## config.mk

```make
export PLATFORM = sky130hd
export DESIGN_NAME = mixseq
export DESIGN_NICKNAME = d
export VERILOG_FILES = /design/src/rtl/dmix_pkg.sv /design/src/rtl/mix_sat.sv /design/src/rtl/mixseq.sv
export SDC_FILE = /design/constraint.sdc
export NUM_CORES = 1
export LEC_CHECK = 0
export CELL_PAD_IN_SITES_DETAIL_PLACEMENT = 1
export CELL_PAD_IN_SITES_GLOBAL_PLACEMENT = 1
export CORE_MARGIN = 3
export CORE_UTILIZATION = 43
export CTS_CLUSTER_SIZE = 16
export DETAILED_ROUTE_END_ITERATION = 12
export GPL_TIMING_DRIVEN = 0
export PLACE_DENSITY = 0.91
export SLEW_MARGIN = 20
export SYNTH_ARGS = -nofsm -noshare
export SYNTH_HDL_FRONTEND = slang
export SYNTH_SLANG_ARGS = --single-unit
```

## constraint.sdc

```tcl
create_clock -name clk -period 9.78 [get_ports clk]
set_input_delay 0.978 -clock clk [delete_from_list [all_inputs] [get_ports clk]]
set_output_delay 0.978 -clock clk [all_outputs]
set_load 0.005 [all_outputs]
```

## src/rtl/dmix_pkg.sv

```systemverilog
// Shared constants for the dmix mixing datapath: sample/coefficient formats,
// saturation limits and the sequencer state encoding.
package dmix_pkg;

    localparam int SAMPLE_W  = 24;
    localparam int COEF_W    = 16;
    localparam int COEF_FRAC = 15;

    localparam logic signed [SAMPLE_W-1:0] SAMPLE_MAX = 24'sh7FFFFF;
    localparam logic signed [SAMPLE_W-1:0] SAMPLE_MIN = 24'sh800000;

    localparam logic [1:0] ST_IDLE  = 2'd0;
    localparam logic [1:0] ST_ISSUE = 2'd1;
    localparam logic [1:0] ST_DRAIN = 2'd2;

endpackage

```

## src/rtl/mix_sat.sv

```systemverilog
// Combinational clamp of a widened signed accumulator to a 24-bit sample.
module mix_sat
    import dmix_pkg::*;
#(
    parameter int AW = 26
) (
    input  logic signed [AW-1:0]       acc_i,
    output logic        [SAMPLE_W-1:0] sample_o
);

    localparam logic signed [AW-1:0] MAX_W = AW'(SAMPLE_MAX);
    localparam logic signed [AW-1:0] MIN_W = AW'(SAMPLE_MIN);

    always_comb begin
        if (acc_i > MAX_W) begin
            sample_o = SAMPLE_MAX;
        end else if (acc_i < MIN_W) begin
            sample_o = SAMPLE_MIN;
        end else begin
            sample_o = acc_i[SAMPLE_W-1:0];
        end
    end

endmodule

```

## src/rtl/mixseq.sv

```systemverilog
// Per-frame channel mix sequencer: latches NCH sample/volume pairs on a strobe,
// issues them to an external multiplier and accumulates the returning products.
module mixseq
    import dmix_pkg::*;
#(
    parameter int NCH   = 4,
    parameter int MPLAT = 4
) (
    input  logic                    clk,
    input  logic                    rst,
    input  logic                    strobe_i,
    input  logic [SAMPLE_W*NCH-1:0] ch_data_i,
    input  logic [COEF_W*NCH-1:0]   vol_i,
    output logic [SAMPLE_W-1:0]     mpcand_o,
    output logic [COEF_W-1:0]       mplier_o,
    input  logic [SAMPLE_W-1:0]     mprod_i,
    output logic [SAMPLE_W-1:0]     mix_o,
    output logic                    mix_valid_o,
    output logic                    busy_o,
    output logic                    overrun_o
);

    localparam int AW   = SAMPLE_W + $clog2(NCH);
    localparam int IDXW = (NCH > 1) ? $clog2(NCH) : 1;
    localparam logic [IDXW-1:0] LAST_IDX = IDXW'(NCH - 1);

    logic [1:0]           state_q, state_d;
    logic [IDXW-1:0]      idx_q, idx_d;
    logic [MPLAT:0]       tag_q, tag_d;
    logic signed [AW-1:0] acc_q, acc_d;
    logic [SAMPLE_W-1:0]  mpcand_q, mpcand_d;
    logic [COEF_W-1:0]    mplier_q, mplier_d;
    logic [SAMPLE_W-1:0]  mix_q, mix_d;
    logic                 mix_valid_q, mix_valid_d;
    logic                 overrun_q, overrun_d;

    logic [SAMPLE_W-1:0]  data_q [NCH];
    logic [COEF_W-1:0]    vol_q  [NCH];

    logic                 drain_done;
    logic                 start;
    logic [IDXW-1:0]      idx_nxt;
    logic [SAMPLE_W-1:0]  sat_sample;

    mix_sat #(.AW(AW)) u_sat (
        .acc_i    (acc_q),
        .sample_o (sat_sample)
    );

    // The last product has been folded in once no tag is left in flight.
    assign drain_done = (state_q == ST_DRAIN) && (tag_q == '0);
    // A strobe on the finishing edge is taken, giving back-to-back frames.
    assign start      = strobe_i && ((state_q == ST_IDLE) || drain_done);
    assign idx_nxt    = idx_q + 1'b1;

    always_comb begin
        state_d     = state_q;
        idx_d       = idx_q;
        acc_d       = acc_q;
        mpcand_d    = '0;
        mplier_d    = '0;
        mix_d       = mix_q;
        mix_valid_d = 1'b0;
        overrun_d   = 1'b0;

        tag_d[0] = (state_q == ST_ISSUE);
        for (int i = 1; i <= MPLAT; i++) begin
            tag_d[i] = tag_q[i-1];
        end

        if (tag_q[MPLAT]) begin
            acc_d = acc_q + AW'($signed(mprod_i));
        end

        case (state_q)
            ST_ISSUE: begin
                overrun_d = strobe_i;
                if (idx_q == LAST_IDX) begin
                    state_d = ST_DRAIN;
                end else begin
                    idx_d    = idx_nxt;
                    mpcand_d = data_q[idx_nxt];
                    mplier_d = vol_q[idx_nxt];
                end
            end
            ST_DRAIN: begin
                if (drain_done) begin
                    mix_d       = sat_sample;
                    mix_valid_d = 1'b1;
                    state_d     = ST_IDLE;
                end else begin
                    overrun_d = strobe_i;
                end
            end
            default: ;
        endcase

        // Channel 0 comes straight from the inputs; the frame registers load on this edge.
        if (start) begin
            state_d  = ST_ISSUE;
            idx_d    = '0;
            acc_d    = '0;
            mpcand_d = ch_data_i[SAMPLE_W-1:0];
            mplier_d = vol_i[COEF_W-1:0];
        end
    end

    always_ff @(posedge clk) begin
        if (start) begin
            for (int k = 0; k < NCH; k++) begin
                data_q[k] <= ch_data_i[SAMPLE_W*k +: SAMPLE_W];
                vol_q[k]  <= vol_i[COEF_W*k +: COEF_W];
            end
        end
    end

    always_ff @(posedge clk) begin
        if (rst) begin
            state_q     <= ST_IDLE;
            idx_q       <= '0;
            tag_q       <= '0;
            acc_q       <= '0;
            mpcand_q    <= '0;
            mplier_q    <= '0;
            mix_q       <= '0;
            mix_valid_q <= 1'b0;
            overrun_q   <= 1'b0;
        end else begin
            state_q     <= state_d;
            idx_q       <= idx_d;
            tag_q       <= tag_d;
            acc_q       <= acc_d;
            mpcand_q    <= mpcand_d;
            mplier_q    <= mplier_d;
            mix_q       <= mix_d;
            mix_valid_q <= mix_valid_d;
            overrun_q   <= overrun_d;
        end
    end

    assign mpcand_o    = mpcand_q;
    assign mplier_o    = mplier_q;
    assign mix_o       = mix_q;
    assign mix_valid_o = mix_valid_q;
    assign busy_o      = (state_q != ST_IDLE);
    assign overrun_o   = overrun_q;

endmodule

```

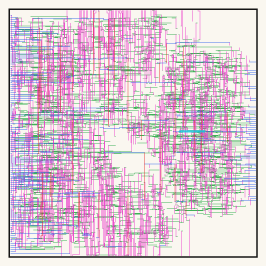
Fig. 1. Routed metal, one color a layer.
(1.5 px per µm)
layer	color	wire length
metal 1	green	13200 µm
metal 5	cyan	15.6 µm
metal 2	magenta	17100 µm
metal 4	red	1110 µm
metal 3	blue	2870 µm

==> impl_metrics.ini <==
; generated from flow reports
[outcome]
outcome = completed

[sta]
hold_viol = 0
min_period_ns = 3.50
max_slew_margin = 0.344
timing.hold.ws_ns = 0.450

[placed_design]
preCtsSetupSlack_ns = 5.79
dp.cells = 1427
dp_hpwl_mm = 23.8
port_buffers = 252

[power]
swShare = 0.249
peakVddDrop_v = 0.000194
p_int_w = 0.00225

[cells_and_area]
postLayoutCoreUtil = 0.604
flops = 261
n_clock_buffer = 38
nNetsFinal = 1351
final_cell_mix = clkdlybuf4s50_1 (252), edfxtp_1 (160), nand2_1 (102), dfxtp_1 (101), a21oi_1 (69)
clk_share = 0.0710
logic_gate_count = 526
fillers = 2417

[critical_path]
worst_path_max_delay_cell = clkdlybuf4s50_1
critPathTopFamily = AND-OR/OR-AND gates
crit_buf_inv = 2
arrival_ns = 3.95
crit_chain = clkdlybuf4s50_1 -> ha_1 -> inv_1 -> fa_1 -> nor2b_1 -> o2111a_1 -> o21ai_0 -> a211oi_1 -> o21ai_0 -> and3b_1 -> o31ai_1

[yosys]
yosysTopAreaCellShare = 0.446
syn_inst = 850
syn_area_um2 = 10800
synth_flops = 261
top_cells_by_area = edfxtp_1 (45%), dfxtp_1 (19%), mux4_2 (8.4%), nand2_1 (3.6%), ha_1 (3.4%)
xor_share = 0.0122

[global_routing]
antenna_found_initial = 1
grt_max_degree = 98
busiest_layer = met2

[detailed_routing]
dr_wl_met2_mm = 17.1

[die]
floorplan.core_util = 0.440
placementRows = 57

[cts]
clock_latency_ns = 0.56

[run]
warnings = 28
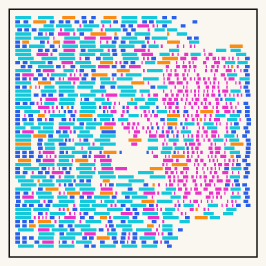
Fig. 2. Placement by cell class.
(1.5 px per µm)
class	color	cells	share of their area
clock drivers and dummy loads	orange	54	7.3%
other buffers and delay cells	blue	295	19%
combinational and other logic	magenta	547	26%
flops	cyan	261	47%

## power by group through the flow
stage	Clock, W	Sequential, W	Combinational [W]
after floorplan	0	0.00135	0.000236
after global placement	0	0.00137	0.000426
after detailed placement	0	0.00136	0.000456
after CTS	0.00121	0.00134	0.000466
after global routing	0.00125	0.00135	0.000497
final	0.00119	0.00134	0.000463
## final timing paths
check	slack [ns]	end	depth (start not counted)	start
setup / recovery	6.28	acc_q[24]	11	mprod_i[0]
hold / removal	0.45	mix_o[7]	2	mix_o[7]
setup reg to reg	6.58	mpcand_o[14]	9	tag_q[4]
hold reg to reg	0.45	mix_o[7]	2	mix_o[7]
No activity file was given, so power comes from the tool's default toggle rates.
